File: src/rtl/count_seq_ctrl.sv
// Run/pause/clear controlled 0..99 up/down counter with BCD outputs and a prescaled step tick.
// Optional feature: define COUNT_SEQ_LIMIT_STOP_EN to stop in DONE at the boundary instead of wrapping.
module count_seq_ctrl #(
    parameter int unsigned TICK_DIV = 10,
    parameter bit          INIT_UP  = 1'b1
) (
    input  logic       in_clk,
    input  logic       rst,
    input  logic       start,
    input  logic       stop,
    input  logic       dir_toggle,
    input  logic       load,
    input  logic [6:0] load_val,
    output logic [6:0] q,
    output logic [3:0] tens,
    output logic [3:0] ones,
    output logic       up,
    output logic       running,
    output logic       tick
);

    localparam int unsigned PreW   = 24;
    localparam logic [PreW-1:0] PreMax = PreW'(TICK_DIV - 1);
    localparam logic [6:0]  QMax   = 7'd99;

`ifdef COUNT_SEQ_LIMIT_STOP_EN
    typedef enum logic [1:0] {StIdle, StRun, StPause, StDone} state_e;
`else
    typedef enum logic [1:0] {StIdle, StRun, StPause} state_e;
`endif

    state_e          state_q, state_d;
    logic [6:0]      q_q, q_d;
    logic [PreW-1:0] pre_q, pre_d;
    logic            up_q, up_d;

    logic [6:0] step_val;
    logic [6:0] load_sat;
    logic       at_limit;

    // Next count value in the current direction, wrapping at the 0/99 boundary.
    always_comb begin
        step_val = q_q;
        if (up_q) begin
            step_val = (q_q == QMax) ? 7'd0 : q_q + 7'd1;
        end else begin
            step_val = (q_q == 7'd0) ? QMax : q_q - 7'd1;
        end
    end

    assign load_sat = (load_val > QMax) ? QMax : load_val;
    assign at_limit = up_q ? (q_q == QMax) : (q_q == 7'd0);

    assign tick    = (state_q == StRun) && (pre_q == PreMax);
    assign running = (state_q == StRun);
    assign q       = q_q;
    assign up      = up_q;
    assign tens    = 4'(q_q / 7'd10);
    assign ones    = 4'(q_q % 7'd10);

    always_comb begin
        state_d = state_q;
        q_d     = q_q;
        pre_d   = '0;
        up_d    = up_q ^ dir_toggle;

        case (state_q)
            StIdle: begin
                // stop is a no-op here but still outranks load.
                if (start) begin
                    state_d = StRun;
                end else if (load && !stop) begin
                    q_d = load_sat;
                end
            end
            StRun: begin
                pre_d = tick ? '0 : pre_q + 1'b1;
                if (tick) begin
`ifdef COUNT_SEQ_LIMIT_STOP_EN
                    if (at_limit) begin
                        state_d = StDone;
                    end else begin
                        q_d = step_val;
                    end
`else
                    q_d = step_val;
`endif
                end
                if (stop) begin
                    state_d = StPause;
                end
            end
            StPause: begin
                if (stop) begin
                    state_d = StIdle;
                    q_d     = 7'd0;
                end else if (start) begin
                    state_d = StRun;
                end else if (load) begin
                    q_d = load_sat;
                end
            end
`ifdef COUNT_SEQ_LIMIT_STOP_EN
            StDone: begin
                // Restart is only meaningful once the direction points away from the limit.
                if (stop) begin
                    state_d = StIdle;
                    q_d     = 7'd0;
                end else if (start && !at_limit) begin
                    state_d = StRun;
                end
            end
`endif
            default: begin
                state_d = StIdle;
            end
        endcase
    end

    always_ff @(posedge in_clk or posedge rst) begin
        if (rst) begin
            state_q <= StIdle;
            q_q     <= 7'd0;
            pre_q   <= '0;
            up_q    <= INIT_UP;
        end else begin
            state_q <= state_d;
            q_q     <= q_d;
            pre_q   <= pre_d;
            up_q    <= up_d;
        end
    end

endmodule

File: config.mk
export PLATFORM = sky130hd
export DESIGN_NAME = count_seq_ctrl
export DESIGN_NICKNAME = d
export VERILOG_FILES = /design/src/rtl/count_seq_ctrl.sv
export SDC_FILE = /design/constraint.sdc
export NUM_CORES = 1
export LEC_CHECK = 0
export ABC_AREA = 1
export CAP_MARGIN = 40
export CORE_MARGIN = 3
export CORE_UTILIZATION = 30
export CTS_CLUSTER_SIZE = 25
export DETAILED_ROUTE_END_ITERATION = 10
export DONT_BUFFER_PORTS = 1
export SLEW_MARGIN = 20
export SYNTH_ARGS = -nofsm -noshare
export SYNTH_HDL_FRONTEND = slang
export SYNTH_SLANG_ARGS = --single-unit
File: constraint.sdc
create_clock -name in_clk -period 2.93 [get_ports in_clk]
set_input_delay 0.586 -clock in_clk [delete_from_list [all_inputs] [get_ports in_clk]]
set_output_delay 0.586 -clock in_clk [all_outputs]
set_load 0.01 [all_outputs]
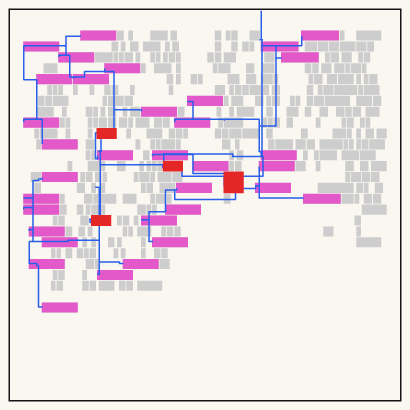
**Above:** run 1 (routed clock nets over the placement).
Drawn at 4 px/um.
magenta -> flip-flops  # count 34
red -> clock-net drivers  # count 5
blue -> clock wires  # length 513 um
routed clock nets = 6
Max Clock Skew: 0.0114 ns
P_clk: 0.361 mW
Worst-Skew Late Latency: 0.28 ns
Clk pwr share: 11.1%

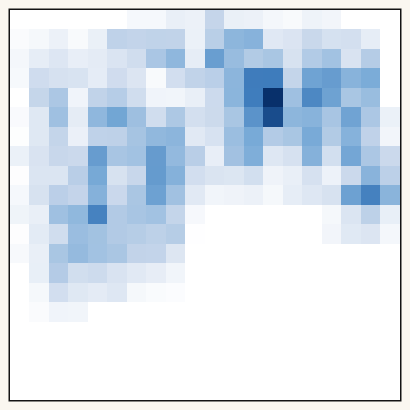
**Above:** run 1 (routed metal per tile).
Drawn at 4 px/um. 20 x 20 tiles, from white (low) to dark blue (high), scaled to the fullest tile. Values are wire area over tile area, all layers added.
fullest tile = 0.64
emptiest ninth of the die = south-east
nearly empty tiles = 41%
tiles over half the peak = 5.8%
mean over tiles = 0.098
Total Routing Usage GR: 12.5%
WL/cell: 13.2 um
routed wire length: 6.03 mm
routed via count: 2313

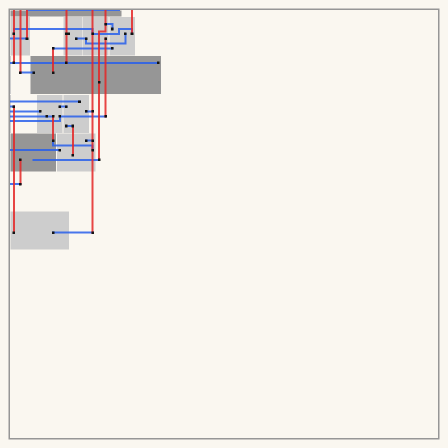
**Above:** run 1 (close-up of the layout).
Window x 34 to 64, y 14 to 44 um. Cells in gray, sequential cells in the stronger gray; small squares are vias.
red -> M2
blue -> M1
cells with their middle in the window = 8
most frequent = o21ai_0 (2), a21oi_1 (2)
netlist names of flops here include = `pre_q` (1)
sequential cells in the window = 1

[run 1: cells in the mapped netlist, types with 4 or more instances]
cell type  count
a21oi_1       23
dfrtp_1       33
ha_1          11
inv_1         43
inv_2          7
nand2_1       59
nand2_2        9
nand3_1       19
nand3_2        7
nand4_1       11
nor2_1        31
nor2_4         5
nor3_1        11
nor4_1         5
o21ai_0       19
o21ai_1        4
xor2_1         8
[run 1: flip-flops by register name, indices dropped and copies added, names as in the netlist]
name	count
pre_q	24
up	1
q	7
state_q	2
[run 1: critical path: cells and delay by family (launching register included)]
family	cells	cell delay [ns]
fa+ha+maj	1	0.15
buf+inv	4	0.24
simple gates	14	1.08
flops	1	0.49
[run 1: layer usage]
metal  share of wire, %  up-vias  track usage [%]
li1                   -     1180                -
met1                 46     1077             15.6
met2                 49       47             21.5
met3                3.6        9             2.73
met4                1.0        0             3.30
met5                  0        -                0
[run 1: cell families (layout without fill, tap and decap cells)]
group,Yosys count,in the layout,share of synthesized area (%)
fa+ha+maj,11,11,5.48
xor+xnor,9,9,3.14
flops,34,34,33.9
buf+inv,56,73,8.81
compound gates,64,64,14.6
simple gates,165,165,34.0
[run 1: cell type report]
| cell class | count | share of cell area, % |
|---|---|---|
| Clock inverter | 1 | 0.170 |
| Multi-Input combinational cell | 249 | 53.1 |
| Clock buffer | 7 | 2.92 |
| Timing Repair Buffer | 15 | 3.94 |
| Tap cell | 102 | 4.32 |
| Sequential cell | 34 | 29.0 |
| Inverter | 50 | 6.53 |
[run 1: where the power goes]
group | leakage [nW] | switching, mW | internal (mW)
registers | 0.452 | 0.151 | 0.558
logic | 0.764 | 1.36 | 0.815
clock network | 0.0482 | 0.171 | 0.190
==> impl_metrics.py, run 1 <==
# Generated from Yosys and OpenROAD reports
metrics = {
    "power": {
        "power_mw": 3.25,
        "ir_drop_mv": 0.412,
        "powerDensity_nw_per_um2": 1100,
    },
    "die": {
        "die_y_um": 97.5,
        "ioPinCount": 31,
        "fp_util_pct": 31.7,
        "chipArea_um2": 9510,
        "rows": 32,
    },
    "synth": {
        "synth_seq_share_pct": 33.9,
        "ys.flop_type": "dfrtp_1",
        "ys_cells": 339,
        "top_area_share_pct": 32.9,
        "area_leaders": "dfrtp_1 (33%), nand2_1 (8.8%), inv_1 (6.4%)",
        "edf_count": 0,
        "ys_area_um2": 2510,
        "syn_nets": 363,
        "syn_avg_cell_area_um2": 7.41,
        "yosys_warnings": 0,
        "ys_types": 40,
        "netlist_area_um2": 2510,
        "yosysTopAreaCell": "dfrtp_1",
    },
    "setup_path": {
        "crit_end": "ones[1]",
        "crit_arrival_ns": 2.27,
        "reg2reg_from": "pre_q[0]",
        "startpoint": "q[6]",
        "reg2regPathDepth": 12,
        "crit_slowest_cell": "dfrtp_2",
        "startpoint_type": "register",
        "end_kind": "primary output",
        "worstPathMaxFanout": 5,
        "crit_type": "reg2out",
        "crit_top_cell": "nand2_2",
        "r2r_setup_slack_ns": 0.83,
    },
    "placement": {
        "dp_slack_ns": 0.0965,
        "dpl.hpwl_mm": 4.47,
        "placed_cell_area_um2": 2660,
        "dpl.cell_count": 442,
    },
    "timing": {
        "tightest_slew_ns": 0.432,
        "final_hold_viol_count": 0,
        "maxSlewViolCount": 0,
        "rsz0062_at_grt": "yes",
        "final-setup-viol-count": 0,
        "setup_tns_ns": 0,
        "period_minus_slack_ns": 2.86,
        "setup_slack_ns": 0.0704,
        "holdWs_ns": 0.290,
        "slew_headroom_pct": 71.0,
        "max_freq_mhz": 350,
    },
    "layout": {
        "finalInstanceArea_um2": 2950,
        "final-seq-area_um2": 856,
        "post-route-util_pct": 37.2,
        "comb_area_um2": 1570,
        "antenna_cells": 0,
        "layout_top_cell": "nand2_1",
        "fill_cells": 837,
        "nets": 379,
        "layout-area-overhead-vs-synth_pct": 17.5,
    },
    "clock_tree": {
        "htreeDepth": 2,
        "postCtsSetupBuffers": 5,
        "cts_buffers": 5,
        "path_clk_slew_ns": 0.08,
        "ctsResizeCount": 14,
        "cts_tree": "done",
    },
    "route": {
        "drtIter0Drc": 98,
        "viasPerCell": 5.05,
        "drc": 0,
    },
    "run_status": {
        "status": "complete, no violations",
    },
    "job": {
        "warning_count": 34,
        "max_cap_viol_count": 0,
    },
    "global_route": {
        "grt_pass1_wl_mm": 10.2,
        "antenna_found_initial": 0,
    },
    "hold_path": {
        "hold_path.class": "in2async",
    },
}
**Run 1: selected gate families**

Drawn at 6 px/um.
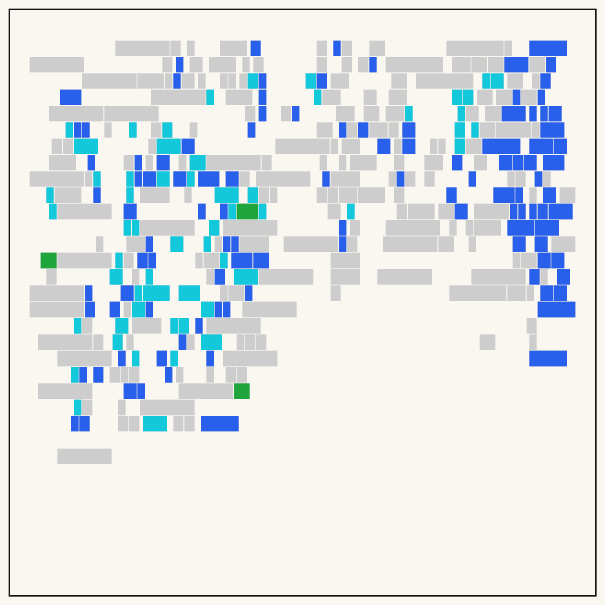

==> run 2, diff against run 1 <==
--- a/config.mk
+++ b/config.mk
@@ -12,6 +12,8 @@
 export CTS_CLUSTER_SIZE = 25
 export DETAILED_ROUTE_END_ITERATION = 10
 export DONT_BUFFER_PORTS = 1
+export GPL_TIMING_DRIVEN = 0
+export RECOVER_POWER = 25
 export SLEW_MARGIN = 20
 export SYNTH_ARGS = -nofsm -noshare
 export SYNTH_HDL_FRONTEND = slang
==> constraint.sdc (replaced) <==
create_clock -name in_clk -period 3.7 [get_ports in_clk]
set_input_delay 0.74 -clock in_clk [delete_from_list [all_inputs] [get_ports in_clk]]
set_output_delay 0.74 -clock in_clk [all_outputs]
set_load 0.01 [all_outputs]
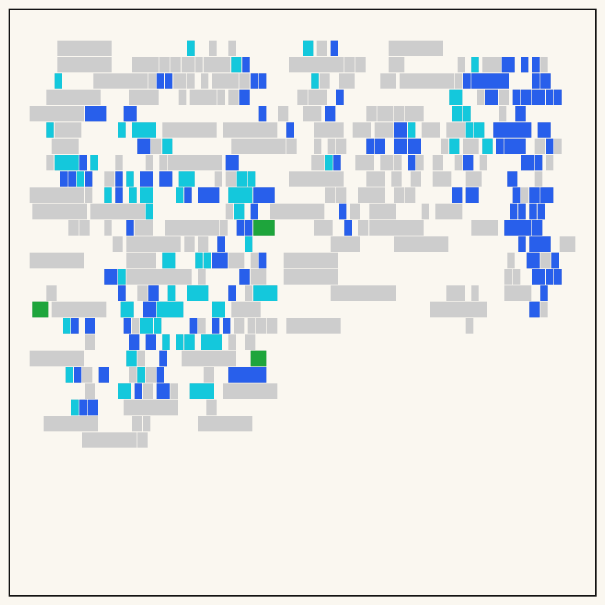
**Above:** run 2 (selected gate families).
Drawn at 6 px/um.
blue -> nand cells  # cells 108, most used nand2_1
green -> non-inverting ao/oa cells  # cells 3, most used o21a_1
cyan -> nor cells  # cells 57, most used nor2_1
Top cell excl fill/tap: nand2_1
Post-Layout Cell Count: 449
combinational fraction of the cell area: 52.1%

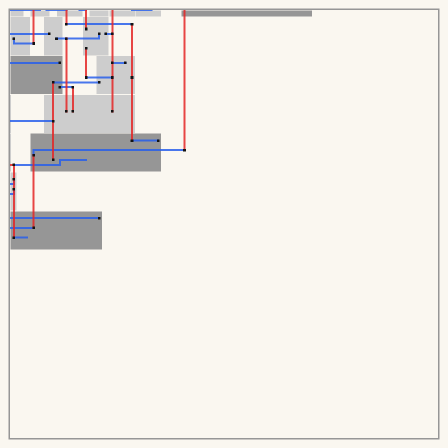
**Above:** run 2 (close-up of the layout).
Window x 34 to 64, y 14 to 44 um. Cells in gray, sequential cells in the stronger gray; small squares are vias.
blue -> M1
red -> M2
sequential cells in the window = 2
netlist names of flops here include = `pre_q` (2)
most frequent = dfrtp_1 (2)
cells with their middle in the window = 6

==> run 2 against run 1 <==
Die size unchanged. Via count down 2.7%. Synthesized area did not move. Hold slack better by 0.20 ns. Largest power group unchanged.
==> impl_metrics.py, run 2 <==
# Generated from Yosys and OpenROAD reports
metrics = {
    "run_status": {
        "status": "complete, no violations",
    },
    "synth": {
        "ys.flop_type": "dfrtp_1",
        "synth-xor-area-share_pct": 3.14,
        "netlist_area_um2": 2510,
        "simple_gate_share_pct": 34.0,
        "syn_avg_cell_area_um2": 7.41,
        "yosys_warnings": 0,
        "top_cell": "nand2_1",
        "top_area_share_pct": 32.9,
        "ys_cells": 339,
        "ys_area_um2": 2510,
        "ys_sh_adder_pct": 5.48,
        "ys_sh_mux_pct": 0,
        "top_logic_kind": "simple AND/OR/NAND/NOR gates",
        "area_leaders": "dfrtp_1 (33%), nand2_1 (8.8%), inv_1 (6.4%)",
        "synth_seq_share_pct": 33.9,
        "common_cells": "nand2_1 (59), inv_1 (43), dfrtp_1 (33)",
    },
    "route": {
        "m1WireLength_mm": 2.75,
        "met2_length_mm": 2.57,
        "post_drt_wl_per_cell_um": 12.5,
        "drtIter0Drc": 89,
        "topRoutingLayerUsed": "met4",
        "met3_length_um": 172,
    },
    "layout": {
        "comb_area_um2": 1460,
        "layout-area-overhead-vs-synth_pct": 11.3,
        "fill_cells": 851,
        "nets": 370,
        "antenna_cells": 0,
        "largest_reg_flops": 24,
        "largest_register": "pre_q",
    },
    "power": {
        "p_clk_share_pct": 18.6,
        "ir_drop_mv": 0.361,
        "share_comb_of_total_power_pct": 57.6,
        "intPower_mw": 1.12,
        "powerDensity_nw_per_um2": 808,
        "maxPowerGroup": "combinational logic",
        "sequentialPowerShare_pct": 23.8,
        "p_seq_mw": 0.538,
    },
    "job": {
        "max_cap_viol_count": 0,
    },
    "die": {
        "chipArea_um2": 9510,
        "ioPinCount": 31,
        "fp_util_pct": 31.7,
        "rows": 32,
    },
    "timing": {
        "period_minus_slack_ns": 3.41,
        "tightest_slew_ns": 1.30,
        "max_freq_mhz": 293,
        "maxSlewViolCount": 0,
    },
    "setup_path": {
        "cp_top_family": "simple AND/OR/NAND/NOR gates",
        "end_kind": "primary output",
        "reg2reg_from": "pre_q[0]",
        "r2r_setup_slack_ns": 1.62,
        "reg2regPathDepth": 12,
    },
    "placement": {
        "dpl.hpwl_mm": 4.32,
        "dp_slack_ns": 0.531,
    },
    "global_route": {
        "track_usage_pct": 12.4,
        "grt_pass1_wl_mm": 9.91,
    },
    "clock_tree": {
        "postCtsSetupBuffers": 0,
        "clkLatencyLatePin_ns": 0.30,
    },
}
run 2: logic make-up (layout without fill, tap and decap cells):
family	count (synthesis)	in the layout
simple gates	165	165
compound gates	64	64
buf+inv	56	64
flops	34	34
fa+ha+maj	11	11
xor+xnor	9	9
run 2: worst reg2reg max path, stage by stage, from the launching register on:
cell	delay, ns
dfrtp_1	0.42
ha_1	0.21
nand2_1	0.08
nor2_1	0.13
nand2_1	0.10
nor2_2	0.14
nand3_2	0.11
nor2_1	0.11
nand3b_1	0.14
nor3_2	0.21
nand2_1	0.13
o21ai_1	0.14
a21oi_1	0.06
run 2: metrics by stage:
stage	util [%]	hold WS, ns	std cells	total power [mW]	cell area, um^2
CTS	35.0	0.473	449	2.26	2780
global placement	33.3	0.506	441	1.79	2640
floorplan	-	0.478	339	1.58	2510
finish	35.3	0.494	449	2.26	2800
global route	35.3	0.482	449	2.49	2800
detailed placement	33.3	0.513	441	1.83	2640
run 2: worst max path at each step:
stage	start	end	depth (start not counted)
finish	q[4]	ones[1]	19
global route	q[4]	ones[2]	20
CTS	q[4]	ones[1]	18
detailed placement	q[4]	ones[1]	18
global placement	q[4]	ones[2]	18
floorplan	q[4]	ones[1]	19
run 2: per-layer routing:
layer / vias to the layer above / global-route usage [%]
li1: 1153 / -
met1: 1057 / 16.1
met2: 32 / 20.3
met3: 8 / 2.44
met4: 0 / 4.79
met5: - / 0
run 2: final cells by class:
class	instances	share of cell area, %
Buffer	6	1.21
Clock buffer	5	2.46
Clock inverter	3	2.46
Inverter	50	6.71
Multi-Input combinational cell	249	52.1
Sequential cell	34	30.5
Tap cell	102	4.57
Power figures rest on the tool's default switching activity, not on a simulated workload.
